--- config.mk ---
export PLATFORM = sky130hd
export DESIGN_NAME = star_row_mapper
export DESIGN_NICKNAME = d
export VERILOG_FILES = /design/src/rtl/star_row_mapper_pkg.sv /design/src/rtl/star_row_mapper_address_translator.sv /design/src/rtl/star_row_mapper.sv
export SDC_FILE = /design/constraint.sdc
export NUM_CORES = 1
export LEC_CHECK = 0
export CORE_AREA = 8 8 72 49
export CTS_CLUSTER_SIZE = 25
export DETAILED_ROUTE_END_ITERATION = 10
export DIE_AREA = 0 0 80 57
export PLACE_DENSITY = 0.82
export SLEW_MARGIN = 10
export SYNTH_ARGS = -nofsm -noshare
export SYNTH_HDL_FRONTEND = slang
export SYNTH_HIERARCHICAL = 1
export SYNTH_SLANG_ARGS = --single-unit
--- constraint.sdc ---
create_clock -name clk -period 6.7 [get_ports clk]
set_input_delay 2.01 -clock clk [delete_from_list [all_inputs] [get_ports clk]]
set_output_delay 2.01 -clock clk [all_outputs]
set_load 0.01 [all_outputs]
--- src/rtl/star_row_mapper_pkg.sv ---
// Shared geometry defaults and FSM state encoding for the star row mapper.
package star_row_mapper_pkg;

  localparam int DEF_XSZ       = 3;
  localparam int DEF_YSZ       = 3;
  localparam int DEF_ADDRSZ    = 6;
  localparam int DEF_COLSZ     = 3;
  localparam int DEF_IMG_W     = 6;
  localparam int DEF_IMG_H     = 6;
  localparam int DEF_THRESHOLD = 0;

  typedef enum logic [3:0] {
    S_IDLE      = 4'd0,
    S_SEED_REQ  = 4'd1,
    S_SEED_WAIT = 4'd2,
    S_UP_REQ    = 4'd3,
    S_UP_WAIT   = 4'd4,
    S_DN_REQ    = 4'd5,
    S_DN_WAIT   = 4'd6,
    S_DONE      = 4'd7
  } state_e;

endpackage

--- src/rtl/star_row_mapper_address_translator.sv ---
// Raster address of pixel (x, y): y*IMG_W + x, zero-extended to ADDRSZ.
module address_translator import star_row_mapper_pkg::*; #(
  parameter int XSZ    = DEF_XSZ,
  parameter int YSZ    = DEF_YSZ,
  parameter int ADDRSZ = DEF_ADDRSZ,
  parameter int IMG_W  = DEF_IMG_W
) (
  input  logic [XSZ-1:0]    x_i,
  input  logic [YSZ-1:0]    y_i,
  output logic [ADDRSZ-1:0] mem_address_o
);

  localparam logic [ADDRSZ-1:0] IMG_W_A = ADDRSZ'(IMG_W);

  assign mem_address_o = ADDRSZ'(y_i) * IMG_W_A + ADDRSZ'(x_i);

endmodule

--- src/rtl/star_row_mapper.sv ---
// Walks column xSeed up then down from the seed row and reports the star's
// vertical extent; one memory read (REQ + WAIT) per visited row.
module star_row_mapper import star_row_mapper_pkg::*; #(
  parameter int XSZ       = DEF_XSZ,
  parameter int YSZ       = DEF_YSZ,
  parameter int ADDRSZ    = DEF_ADDRSZ,
  parameter int COLSZ     = DEF_COLSZ,
  parameter int IMG_W     = DEF_IMG_W,
  parameter int IMG_H     = DEF_IMG_H,
  parameter int THRESHOLD = DEF_THRESHOLD
) (
  input  logic              clk,
  input  logic              reset,
  input  logic              goMapRows,
  input  logic [XSZ-1:0]    xSeed,
  input  logic [YSZ-1:0]    ySeed,
  input  logic [COLSZ-1:0]  pixVal,
  output logic              rdEn,
  output logic [ADDRSZ-1:0] rdAddr,
  output logic              busy,
  output logic [YSZ-1:0]    yTop,
  output logic [YSZ-1:0]    yBottom,
  output logic              seedDark,
  output logic              topBottomFound
);

  localparam logic [YSZ-1:0]   YMAX = YSZ'(IMG_H - 1);
  localparam logic [COLSZ-1:0] THR  = COLSZ'(THRESHOLD);

  state_e           state_q, state_d;
  logic [XSZ-1:0]   xseed_q, xseed_d;
  logic [YSZ-1:0]   row_q, row_d;
  logic [YSZ-1:0]   ytop_q, ytop_d;
  logic [YSZ-1:0]   ybot_q, ybot_d;
  logic             dark_q, dark_d;
  logic             bright;
  logic             down;
  logic [YSZ-1:0]   down_from;

  assign bright = pixVal > THR;

  always_ff @(posedge clk or posedge reset) begin
    if (reset) begin
      state_q <= S_IDLE;
      xseed_q <= '0;
      row_q   <= '0;
      ytop_q  <= '0;
      ybot_q  <= '0;
      dark_q  <= 1'b0;
    end else begin
      state_q <= state_d;
      xseed_q <= xseed_d;
      row_q   <= row_d;
      ytop_q  <= ytop_d;
      ybot_q  <= ybot_d;
      dark_q  <= dark_d;
    end
  end

  always_comb begin
    state_d   = state_q;
    xseed_d   = xseed_q;
    row_d     = row_q;
    ytop_d    = ytop_q;
    ybot_d    = ybot_q;
    dark_d    = dark_q;
    down      = 1'b0;
    down_from = ybot_q;
    case (state_q)
      S_IDLE: begin
        if (goMapRows) begin
          xseed_d = xSeed;
          row_d   = ySeed;
          dark_d  = 1'b0;
          state_d = S_SEED_REQ;
        end
      end
      S_SEED_REQ: state_d = S_SEED_WAIT;
      S_SEED_WAIT: begin
        // row_q still holds ySeed here; yBottom is being written this cycle,
        // so the down phase must start from row_q rather than ybot_q.
        ytop_d = row_q;
        ybot_d = row_q;
        if (!bright) begin
          dark_d  = 1'b1;
          state_d = S_DONE;
        end else if (row_q == '0) begin
          down      = 1'b1;
          down_from = row_q;
        end else begin
          row_d   = row_q - 1'b1;
          state_d = S_UP_REQ;
        end
      end
      S_UP_REQ: state_d = S_UP_WAIT;
      S_UP_WAIT: begin
        if (bright) begin
          ytop_d = row_q;
          if (row_q == '0) begin
            down = 1'b1;
          end else begin
            row_d   = row_q - 1'b1;
            state_d = S_UP_REQ;
          end
        end else begin
          down = 1'b1;
        end
      end
      S_DN_REQ: state_d = S_DN_WAIT;
      S_DN_WAIT: begin
        if (bright) begin
          ybot_d = row_q;
          if (row_q == YMAX) begin
            state_d = S_DONE;
          end else begin
            row_d   = row_q + 1'b1;
            state_d = S_DN_REQ;
          end
        end else begin
          state_d = S_DONE;
        end
      end
      S_DONE:  state_d = S_IDLE;
      default: state_d = S_IDLE;
    endcase
    // Entering the down phase never costs a cycle: it resolves straight from a WAIT state.
    if (down) begin
      if (down_from == YMAX) begin
        state_d = S_DONE;
      end else begin
        row_d   = down_from + 1'b1;
        state_d = S_DN_REQ;
      end
    end
  end

  address_translator #(
    .XSZ    (XSZ),
    .YSZ    (YSZ),
    .ADDRSZ (ADDRSZ),
    .IMG_W  (IMG_W)
  ) u_addr (
    .x_i           (xseed_q),
    .y_i           (row_q),
    .mem_address_o (rdAddr)
  );

  assign rdEn           = (state_q == S_SEED_REQ) || (state_q == S_UP_REQ) || (state_q == S_DN_REQ);
  assign busy           = (state_q != S_IDLE);
  assign topBottomFound = (state_q == S_DONE);
  assign yTop           = ytop_q;
  assign yBottom        = ybot_q;
  assign seedDark       = dark_q;

endmodule

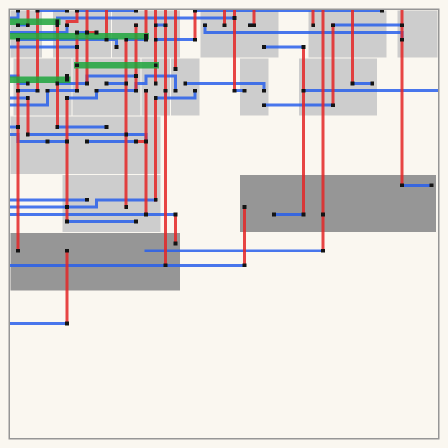
(run_1/closeup.png)
Window x 50 to 70, y 4 to 24 µm. Cells in gray, sequential cells in the stronger gray; small squares are vias.
[M3] green
[M1] blue
[M2] red
sequential cells in the window: 2
most frequent: clkdlybuf4s50_1 (3)
cells with their middle in the window: 16
netlist names of flops here include: `seedDark` (1), `state_q` (1)

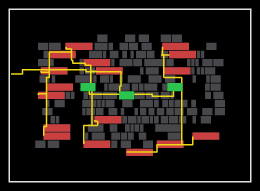
(run_1/clock_wires.png)
(3 px per µm)
[flip-flops] red | count: 17
[clock wires] yellow | length: 247 µm
[clock-net drivers] green | count: 3
routed clock nets: 4
power of the clock network: 80.3 µW
Clock Latency Late Sink: 260 ps
largest clock skew in the final design: 6.23 ps

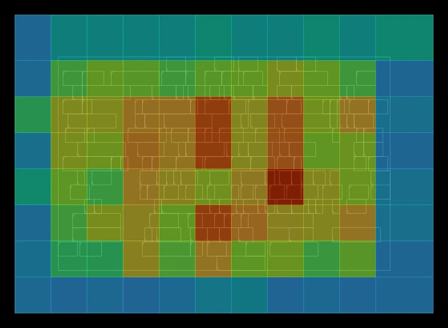
(run_1/congestion_map.png)
average wire per standard cell: 16.1 µm
GRT Overall Usage: 14.6%
post-route core utilization: 61.7%
met1 Use GR: 19.0%
fraction of met2 tracks used by global routing: 22.7%

==> datasheet_impl.txt, run 1 <==
Characteristics after synthesis and place and route

Parameter                              Value

Synthesis
  Number of different library cells in the post-synthesis netlist    47
  Synth Area in Compound Gates    18.1%
  Area reported by Yosys stat    1270 µm²
  Most area-consuming cells after synthesis    dfrtp_1 34%, ha_1 11%, nand2_1 7.1%, fa_1 3.2%, xor2_1 2.8%
  Share of cell area taken by muxes after synthesis    2.96%
  Netlist Area Pre-Place    1270 µm²
  Async SR Flop Fraction    100%
  Most used standard cells in the synthesized netlist    24 x nand2_1, 17 x dfrtp_1, 11 x ha_1
  Synthesized-area fraction occupied by xor and xnor cells    3.45%
  Yosys warning count    6
  Synthesized instance count    137
  Share of the yosys chip area belonging to registers    33.5%
  Largest combinational cell category by area    simple AND/OR/NAND/NOR gates
  Post-synth tally of flip-flops with integrated enable    0
  Yosys stat cell total    137
  Most instantiated library cell after synthesis    nand2_1
  Predominant post-synthesis flop cell    dfrtp_1
  Post-Synthesis Mean Instance Area    9.26 µm²
  Post-synth net total    162
  Synthesized-area fraction occupied by adder cells    14.0%
  Most area-hungry cell type in the Yosys netlist    dfrtp_1
  Top cell type's share of synthesized area    33.5%

Route
  Final WL    3160 µm
  Amount of wire on met3 after detailed routing    319 µm
  Number of DRC markers in iteration 0    98
  DRC violation count after routing    0
  Amount of wire on met2 after detailed routing    1410 µm
  Routed length on met1    1430 µm
  Top layer used by detailed routing    met3
  Number of detailed-route iterations in the first pass    4

Layout
  Logic share of the area    49.4%
  Logic area    790 µm²
  Layout clock area frac    3.05%
  Flip-flop count of the largest register after layout    4
  Number of clock buffer instances in the layout    3
  Sequential portion of the cell area    26.6%
  Layout Nets    188
  Final Cell Area    1600 µm²
  Fraction of layout instances using a drive strength above 1    10.5%
  Most used logic cell in the final layout    clkdlybuf4s50_1
  Data-path buffer share of cell area in the final layout    16.9%
  Antenna Cells    0
  Signal buffers    27
  Sequential cell area    425 µm²
  Layout fillers    224
  Most used cells in the layout excluding fill and tap cells    27 x clkdlybuf4s50_1, 24 x nand2_1, 17 x dfrtp_1
  Growth of design area from synthesis to finish    26.0%
  Flops    17
  Largest register by flop count    state_q
  Inverters    6
  Number of multi-input combinational cells in the layout    108

Power
  Switching power total    316 µW
  Sequential share of power    27.6%
  Sw Share    42.2%
  Share of power burned in the clock network    10.7%
  Highest ir drop seen on vdd    0.000222 V
  Comb power frac    61.6%
  Static power due to leakage    0.706 nW
  Max power group    combinational cells
  Overall power of the completed layout    749 µW
  Combinational group power    461 µW

Critical path
  Worst-case register-to-register setup slack    4050 ps
  Critical path endpoint    rdAddr[5]
  Startpoint type of the worst setup path    register
  Top fanout value on the critical path    7
  Critical setup path kind    reg2out
  Number of buffer and inverter instances along the worst setup path    1
  Crit-path cells    ha_1 > fa_1 > xor2_1 > nand3_1 > xor2_1 > clkdlybuf4s50_1
  Worst reg-to-reg path cell count    11
  CP Data Required Time    4690 ps
  Cell repeated most along the worst path    xor2_1
  Path length in cells of the critical path    6
  Worst reg2reg path startpoint    row_q[1]
  Crit. End Element    primary output
  Data arrival time of the critical path    2440 ps
  Top delay family on crit path    adder cells
  Critical-path cell with the highest stage delay    clkdlybuf4s50_1
  Launch point of the worst path    row_q[0]

Placement
  Post-Place Cell Area    1550 µm²
  Final estimated routing congestion in global placement    0.855
  Number of placed instances, taps included    192
  Worst slack at placement    2320 ps
  Total half-perimeter wirelength after legalization and detailed placement    2480 µm
  IO Port Bufs    27

Clock tree
  Number of buffers created by CTS    3
  Hold buffer count at cts    0
  Max Buffers Root-to-Sink    2
  Buffer cell driving the clock tree root    clkbuf_8
  Clock input transition at the sequential cells of the worst setup and hold paths    70 ps
  # H-tree levels    1
  Post-cts gate resize count    0
  # clock sinks    17
  CTS tree    built

Final timing
  Time the final worst path needs with I/O delays and setup    4450 ps
  Worst Slack Setup Final    2250 ps
  Headroom to the max-slew limit    55.2%
  Total negative slack for setup checks    0 ps
  Count of endpoints failing setup in the final report    0
  F_max    0.225 GHz
  Final hold violation count    0
  Part of the cycle the worst path needs    66.4%
  Worst Hold Slack    497 ps
  RSZ-0062 raised after global routing    false

Floorplan
  Die Y    57 µm
  Number of tap instances    34
  Row count    15
  Die width    80 µm
  Core Box Area    2590 µm²

GRT
  Grt total ovfl    0
  Initial antenna violation count    0
  Met3 track demand over resource in global routing    6.11%
  Peak-usage layer in the global routing report    met2
  Number of global-route vias before repair    1,100
  First-pass GRT wire length    5310 µm

Worst hold path
  Hold Crit Depth    2
  Terminating pin of the worst hold path    xseed_q[0]
  Hold Crit Start    xseed_q[0]
  Min-delay worst type    reg2reg

Run
  Warning total across the stage logs    32
  MaxCap Viol Count    0

Outcome
  Outcome    finished, final reports clean
## Run 2: what changed since run 1
--- a/config.mk
+++ b/config.mk
@@ -5,11 +5,11 @@
 export SDC_FILE = /design/constraint.sdc
 export NUM_CORES = 1
 export LEC_CHECK = 0
-export CORE_AREA = 8 8 72 49
+export CORE_AREA = 8 8 75 51
 export CTS_CLUSTER_SIZE = 25
 export DETAILED_ROUTE_END_ITERATION = 10
-export DIE_AREA = 0 0 80 57
-export PLACE_DENSITY = 0.82
+export DIE_AREA = 0 0 83 59
+export PLACE_DENSITY = 0.76
 export SLEW_MARGIN = 10
 export SYNTH_ARGS = -nofsm -noshare
 export SYNTH_HDL_FRONTEND = slang
==> constraint.sdc (replaced) <==
create_clock -name clk -period 4.1 [get_ports clk]
set_input_delay 1.23 -clock clk [delete_from_list [all_inputs] [get_ports clk]]
set_output_delay 1.23 -clock clk [all_outputs]
set_load 0.01 [all_outputs]
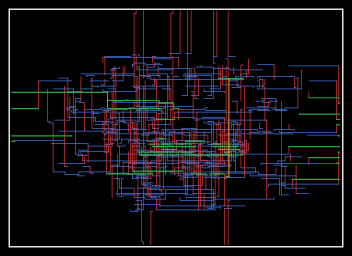
(run_2/layers.png)
(4 px per µm)
[M4] orange | wire length: 28.6 µm
[M1] blue | wire length: 1,550 µm
[M2] red | wire length: 1,440 µm
[M3] green | wire length: 262 µm
final WL: 3280 µm
average wire per standard cell: 16.8 µm

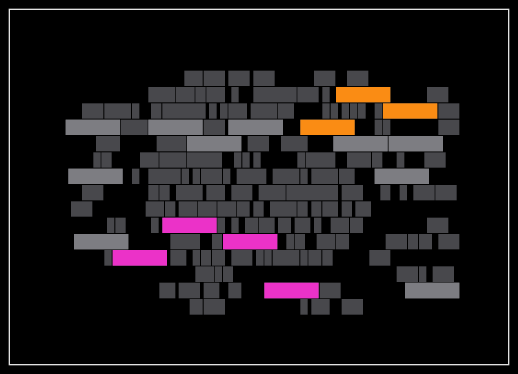
(run_2/ff_map.png)
(6 px per µm)
[`state_q`] magenta | sequential cells: 4
[`xseed_q`] orange | sequential cells: 3
not colored: 10
sequential cell area: 425 µm²
Flop+latch power: 340 µW
sequential portion of the cell area: 26.7%
post-route core utilization: 58.6%

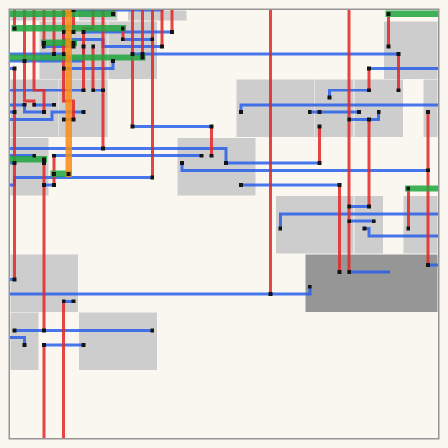
(run_2/closeup.png)
Window x 52 to 72, y 5 to 25 µm. Cells in gray, sequential cells in the stronger gray; small squares are vias.
[M2] red
[M4] orange
[M1] blue
[M3] green
sequential cells in the window: 1
netlist names of flops here include: `seedDark` (1)
cells with their middle in the window: 15
most frequent: clkdlybuf4s50_1 (5)

==> datasheet_impl.txt, run 2 <==
Characteristics after synthesis and place and route

Parameter                              Value

Clock tree
  Hold buffer count at cts    0 (unchanged)
  Buffer cell driving the clock tree root    clkbuf_8
  CTS tree    built
  Number of buffers created by CTS    3 (unchanged)
  Max Buffers Root-to-Sink    2 (unchanged)
  Clock input transition at the sequential cells of the worst setup and hold paths    70 ps (about the same)
  # clock sinks    17 (unchanged)
  Clock Latency Late Sink    250 ps (about the same)
  # H-tree levels    1 (unchanged)

Layout
  Largest register by flop count    state_q
  Layout fillers    215 (-4.0%)
  Layout clock area frac    2.82% (-0.23 points)
  Signal buffers    27 (unchanged)
  Leading cell category by total area    combinational gates
  Number of multi-input combinational cells in the layout    108 (unchanged)
  Logic area    790 µm² (unchanged)
  Number of clock buffer instances in the layout    4 (+1)
  Logic share of the area    49.5% (+0.12 points)
  Antenna Cells    0 (unchanged)
  Growth of design area from synthesis to finish    25.7%
  Inverters    6 (unchanged)
  Most used logic cell in the final layout    clkdlybuf4s50_1
  Layout Nets    188 (unchanged)

Final timing
  Part of the cycle the worst path needs    88.0%
  Total negative slack for setup checks    0 ps (unchanged)
  RSZ-0062 raised after global routing    false
  Headroom to the max-slew limit    55.6% (+0.31 points)
  Worst Slack Setup Final    493 ps (-1760 ps)
  Largest clock skew in the final design    1.35 ps (-4.88 ps)
  Time the final worst path needs with I/O delays and setup    3610 ps
  F_max    0.277 GHz
  Worst Hold Slack    478 ps (-19.4 ps)
  Final hold violation count    0 (unchanged)

Worst hold path
  Hold Crit Start    xseed_q[0]
  Min-delay worst type    reg2reg
  Hold Crit Depth    2 (unchanged)
  Terminating pin of the worst hold path    xseed_q[0]

Power
  Switching power total    520 µW (+65%)
  Static power due to leakage    0.707 nW (+0.15%)
  Highest ir drop seen on vdd    0.000379 V (+71%)
  Overall power of the completed layout    1.23 mW (+64%)
  Combinational group power    760 µW (+65%)
  Max power group    combinational cells
  Share of power burned in the clock network    10.3% (-0.4 points)
  Sw Share    42.4% (+0.22 points)
  Power of the clock network    126 µW (+57%)

Synthesis
  Synthesized-area fraction occupied by xor and xnor cells    3.45% (unchanged)
  Post-synth net total    162 (unchanged)
  Predominant post-synthesis flop cell    dfrtp_1
  Yosys stat cell total    137 (unchanged)
  Most instantiated library cell after synthesis    nand2_1
  Largest combinational cell category by area    simple AND/OR/NAND/NOR gates
  Synthesized-area fraction occupied by adder cells    14.0% (unchanged)
  Most used standard cells in the synthesized netlist    24 x nand2_1, 17 x dfrtp_1, 11 x ha_1
  Async SR Flop Fraction    100% (unchanged)
  Share of cell area taken by muxes after synthesis    2.96% (unchanged)
  Most area-consuming cells after synthesis    dfrtp_1 34%, ha_1 11%, nand2_1 7.1%, fa_1 3.2%, xor2_1 2.8%
  Yosys warning count    6 (unchanged)
  Post-Synthesis Mean Instance Area    9.26 µm² (unchanged)
  Area reported by Yosys stat    1270 µm² (unchanged)
  Netlist Area Pre-Place    1270 µm² (unchanged)
  Most area-hungry cell type in the Yosys netlist    dfrtp_1
  Post-synth tally of flip-flops with integrated enable    0 (unchanged)

Critical path
  Critical-path cell with the highest stage delay    clkdlybuf4s50_1
  Startpoint type of the worst setup path    register
  Worst-case register-to-register setup slack    1420 ps (-2630 ps)
  Critical setup path kind    reg2out
  Critical path endpoint    rdAddr[5]
  CP Data Required Time    2870 ps (-1820 ps)
  Number of buffer and inverter instances along the worst setup path    1 (unchanged)
  Path length in cells of the critical path    6 (unchanged)
  Launch point of the worst path    row_q[0]
  Worst reg2reg path startpoint    row_q[1]
  Crit-path cells    ha_1 > fa_1 > xor2_1 > nand3_1 > xor2_1 > clkdlybuf4s50_1
  Worst reg-to-reg path cell count    10 (-1)
  Data arrival time of the critical path    2380 ps (-60 ps)

Route
  Number of detailed-route iterations in the first pass    6 (+2)
  DRC violation count after routing    0 (unchanged)
  Amount of wire on met2 after detailed routing    1440 µm (+2.4%)
  Top layer used by detailed routing    met4
  Number of DRC markers in iteration 0    142 (+45%)
  Routed length on met1    1550 µm (+8.2%)

Floorplan
  Die width    83 µm (+3.8%)
  Row count    15 (unchanged)
  Number of tap instances    34 (unchanged)
  Core Box Area    2720 µm² (+5.1%)
  Die Y    59 µm (+3.5%)

Run
  MaxCap Viol Count    0 (unchanged)

GRT
  Initial antenna violation count    0 (unchanged)
  Peak-usage layer in the global routing report    met2
  GRT Overall Usage    13.7% (-0.87 points)
  Number of global-route vias before repair    1,090 (-0.91%)
  Met1 Use GR    17.8% (-1.2 points)
  Grt total ovfl    0 (unchanged)
  First-pass GRT wire length    5550 µm (+4.4%)
  Met3 track demand over resource in global routing    5.08% (-1.0 points)
  Fraction of met2 tracks used by global routing    21.1% (-1.7 points)

Placement
  Total half-perimeter wirelength after legalization and detailed placement    2550 µm (+2.7%)
  Final estimated routing congestion in global placement    0.864 (+1.1%)
  IO Port Bufs    27 (unchanged)
  Number of placed instances, taps included    192 (unchanged)
  Worst slack at placement    463 ps (-1860 ps)

Outcome
  Outcome    finished, final reports clean
## Run 3: what changed since run 2
--- a/config.mk
+++ b/config.mk
@@ -5,11 +5,13 @@
 export SDC_FILE = /design/constraint.sdc
 export NUM_CORES = 1
 export LEC_CHECK = 0
-export CORE_AREA = 8 8 75 51
+export CORE_AREA = 8 8 67 54
+export CTS_BUF_LIST = sky130_fd_sc_hd__clkbuf_8
 export CTS_CLUSTER_SIZE = 25
 export DETAILED_ROUTE_END_ITERATION = 10
-export DIE_AREA = 0 0 83 59
-export PLACE_DENSITY = 0.76
+export DIE_AREA = 0 0 75 62
+export PLACE_DENSITY = 0.79
+export RECOVER_POWER = 50
 export SLEW_MARGIN = 10
 export SYNTH_ARGS = -nofsm -noshare
 export SYNTH_HDL_FRONTEND = slang
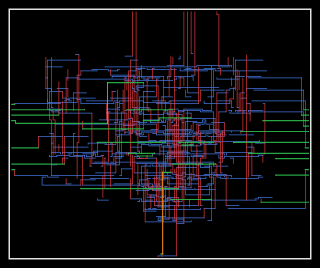
(run_3/layers.png)
(4 px per µm)
[M1] blue | wire length: 1,460 µm
[M4] orange | wire length: 30.6 µm
[M3] green | wire length: 306 µm
[M2] red | wire length: 1,380 µm
final WL: 3170 µm
average wire per standard cell: 16.0 µm
DR vias: 1,084
GRT Overall Usage: 14.7%

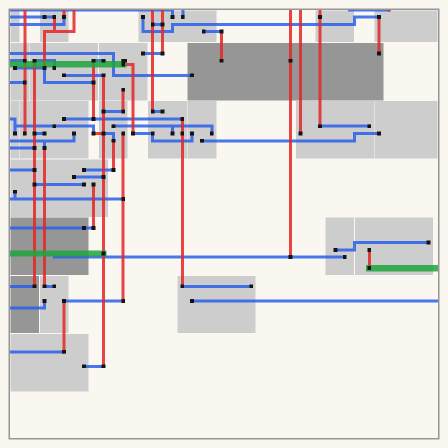
(run_3/closeup.png)
Window x 46 to 66, y 6 to 26 µm. Cells in gray, sequential cells in the stronger gray; small squares are vias.
[M3] green
[M2] red
[M1] blue
most frequent: dlygate4sd3_1 (3)
cells with their middle in the window: 18
netlist names of flops here include: `seedDark` (1)
sequential cells in the window: 1

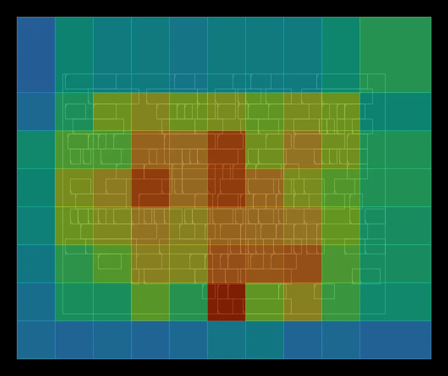
(run_3/congestion_map.png)
peak-usage layer in the global routing report: met2
met3 track demand over resource in global routing: 5.13%
met1 Use GR: 18.4%

==> datasheet_impl.txt, run 3 <==
Characteristics after synthesis and place and route

Parameter                              Value

Layout
  Antenna Cells    0 (unchanged)
  Growth of design area from synthesis to finish    26.0%
  Layout clock area frac    2.90% (+0.072 points)
  Largest register by flop count    state_q
  Most used logic cell in the final layout    nand2_1
  Post-route core utilization    62.9% (+4.3 points)
  Sequential cell area    425 µm² (unchanged)
  Layout fillers    223 (+3.7%)
  Signal buffers    27 (unchanged)
  Number of clock buffer instances in the layout    3 (-1)
  Number of multi-input combinational cells in the layout    108 (unchanged)
  Inverters    6 (unchanged)
  Logic area    790 µm² (unchanged)
  Layout Nets    188 (unchanged)
  Flip-flop count of the largest register after layout    4
  Sequential portion of the cell area    26.6% (-0.063 points)
  Leading cell category by total area    combinational gates
  Logic share of the area    49.4% (-0.12 points)

Power
  Sequential share of power    27.8%
  Power of the clock network    131 µW (+4%)
  Static power due to leakage    0.716 nW (+1.2%)
  Share of power burned in the clock network    10.7% (+0.4 points)
  Flop+latch power    338 µW (about the same)
  Sw Share    42.3% (-0.13 points)
  Overall power of the completed layout    1.22 mW (-0.79%)
  Max power group    combinational cells
  Highest ir drop seen on vdd    0.000374 V (-1.3%)
  Comb power frac    61.4%
  Switching power total    514 µW (-1.1%)
  Combinational group power    747 µW (-2%)

Floorplan
  Die Y    62 µm (+5.1%)
  Number of tap instances    36 (+5.9%)
  Die width    75 µm (-9.6%)
  Core Box Area    2540 µm² (-6.6%)
  Row count    16 (+1)

Critical path
  Launch point of the worst path    row_q[0]
  Data arrival time of the critical path    2420 ps (+40 ps)
  Critical path endpoint    rdAddr[5]
  CP Data Required Time    2870 ps (about the same)
  Crit-path cells    ha_1 > fa_1 > xor2_1 > nand3_1 > xor2_1 > clkdlybuf4s50_1
  Worst reg2reg path startpoint    row_q[1]
  Top fanout value on the critical path    7
  Startpoint type of the worst setup path    register
  Critical setup path kind    reg2out
  Path length in cells of the critical path    6 (unchanged)
  Worst reg-to-reg path cell count    11 (+1)
  Number of buffer and inverter instances along the worst setup path    1 (unchanged)
  Worst-case register-to-register setup slack    1460 ps (+40 ps)
  Critical-path cell with the highest stage delay    clkdlybuf4s50_1

Final timing
  Final hold violation count    0 (unchanged)
  RSZ-0062 raised after global routing    false
  Worst Hold Slack    479 ps (+1.35 ps)
  Part of the cycle the worst path needs    89.0% (+1.1 points)
  Total negative slack for setup checks    0 ps (unchanged)
  Largest clock skew in the final design    5.19 ps (+3.84 ps)
  Headroom to the max-slew limit    56.9% (+1.3 points)
  F_max    0.274 GHz (-1.2%)
  Time the final worst path needs with I/O delays and setup    3650 ps (+43.5 ps)
  Worst Slack Setup Final    449 ps (-43.5 ps)

Synthesis
  Post-Synthesis Mean Instance Area    9.26 µm² (unchanged)
  Yosys stat cell total    137 (unchanged)
  Netlist Area Pre-Place    1270 µm² (unchanged)
  Most area-consuming cells after synthesis    dfrtp_1 34%, ha_1 11%, nand2_1 7.1%, fa_1 3.2%, xor2_1 2.8%
  Synthesized-area fraction occupied by xor and xnor cells    3.45% (unchanged)
  Share of cell area taken by muxes after synthesis    2.96% (unchanged)
  Post-synth net total    162 (unchanged)
  Predominant post-synthesis flop cell    dfrtp_1
  Area reported by Yosys stat    1270 µm² (unchanged)
  Synthesized-area fraction occupied by adder cells    14.0% (unchanged)
  Most instantiated library cell after synthesis    nand2_1
  Most used standard cells in the synthesized netlist    24 x nand2_1, 17 x dfrtp_1, 11 x ha_1
  Post-synth tally of flip-flops with integrated enable    0 (unchanged)
  Largest combinational cell category by area    simple AND/OR/NAND/NOR gates
  Synthesized instance count    137
  Async SR Flop Fraction    100% (unchanged)
  Most area-hungry cell type in the Yosys netlist    dfrtp_1
  Top cell type's share of synthesized area    33.5%
  Yosys warning count    6 (unchanged)

Route
  DRC violation count after routing    0 (unchanged)
  Routed length on met1    1460 µm (-6.0%)
  Amount of wire on met2 after detailed routing    1380 µm (-4.6%)
  Number of detailed-route iterations in the first pass    4 (-2)
  Top layer used by detailed routing    met4
  Number of DRC markers in iteration 0    102 (-28%)

Placement
  Total half-perimeter wirelength after legalization and detailed placement    2450 µm (-3.8%)
  Number of placed instances, taps included    194 (+1.0%)
  IO Port Bufs    27 (unchanged)
  Worst slack at placement    490 ps (+26.3 ps)
  Final estimated routing congestion in global placement    0.861 (-0.35%)

Worst hold path
  Hold Crit Start    yTop[1]
  Min-delay worst type    reg2reg
  Terminating pin of the worst hold path    yTop[1]
  Hold Crit Depth    2 (unchanged)

GRT
  Fraction of met2 tracks used by global routing    23.1% (+2.0 points)
  Number of global-route vias before repair    1,056 (-3.1%)
  Grt total ovfl    0 (unchanged)
  First-pass GRT wire length    5180 µm (-6.6%)
  Initial antenna violation count    0 (unchanged)

Outcome
  Outcome    finished, final reports clean

Clock tree
  Number of buffers inserted by post-CTS setup repair    0
  Number of buffers created by CTS    3 (unchanged)
  # clock sinks    17 (unchanged)
  Max Buffers Root-to-Sink    2 (unchanged)
  # H-tree levels    1 (unchanged)
  Clock input transition at the sequential cells of the worst setup and hold paths    70 ps (about the same)
  Buffer cell driving the clock tree root    clkbuf_8
  Hold buffer count at cts    0 (unchanged)
  CTS tree    built
  Clock Latency Late Sink    260 ps (about the same)

Run
  MaxCap Viol Count    0 (unchanged)
Power figures rest on the tool's default switching activity, not on a simulated workload.
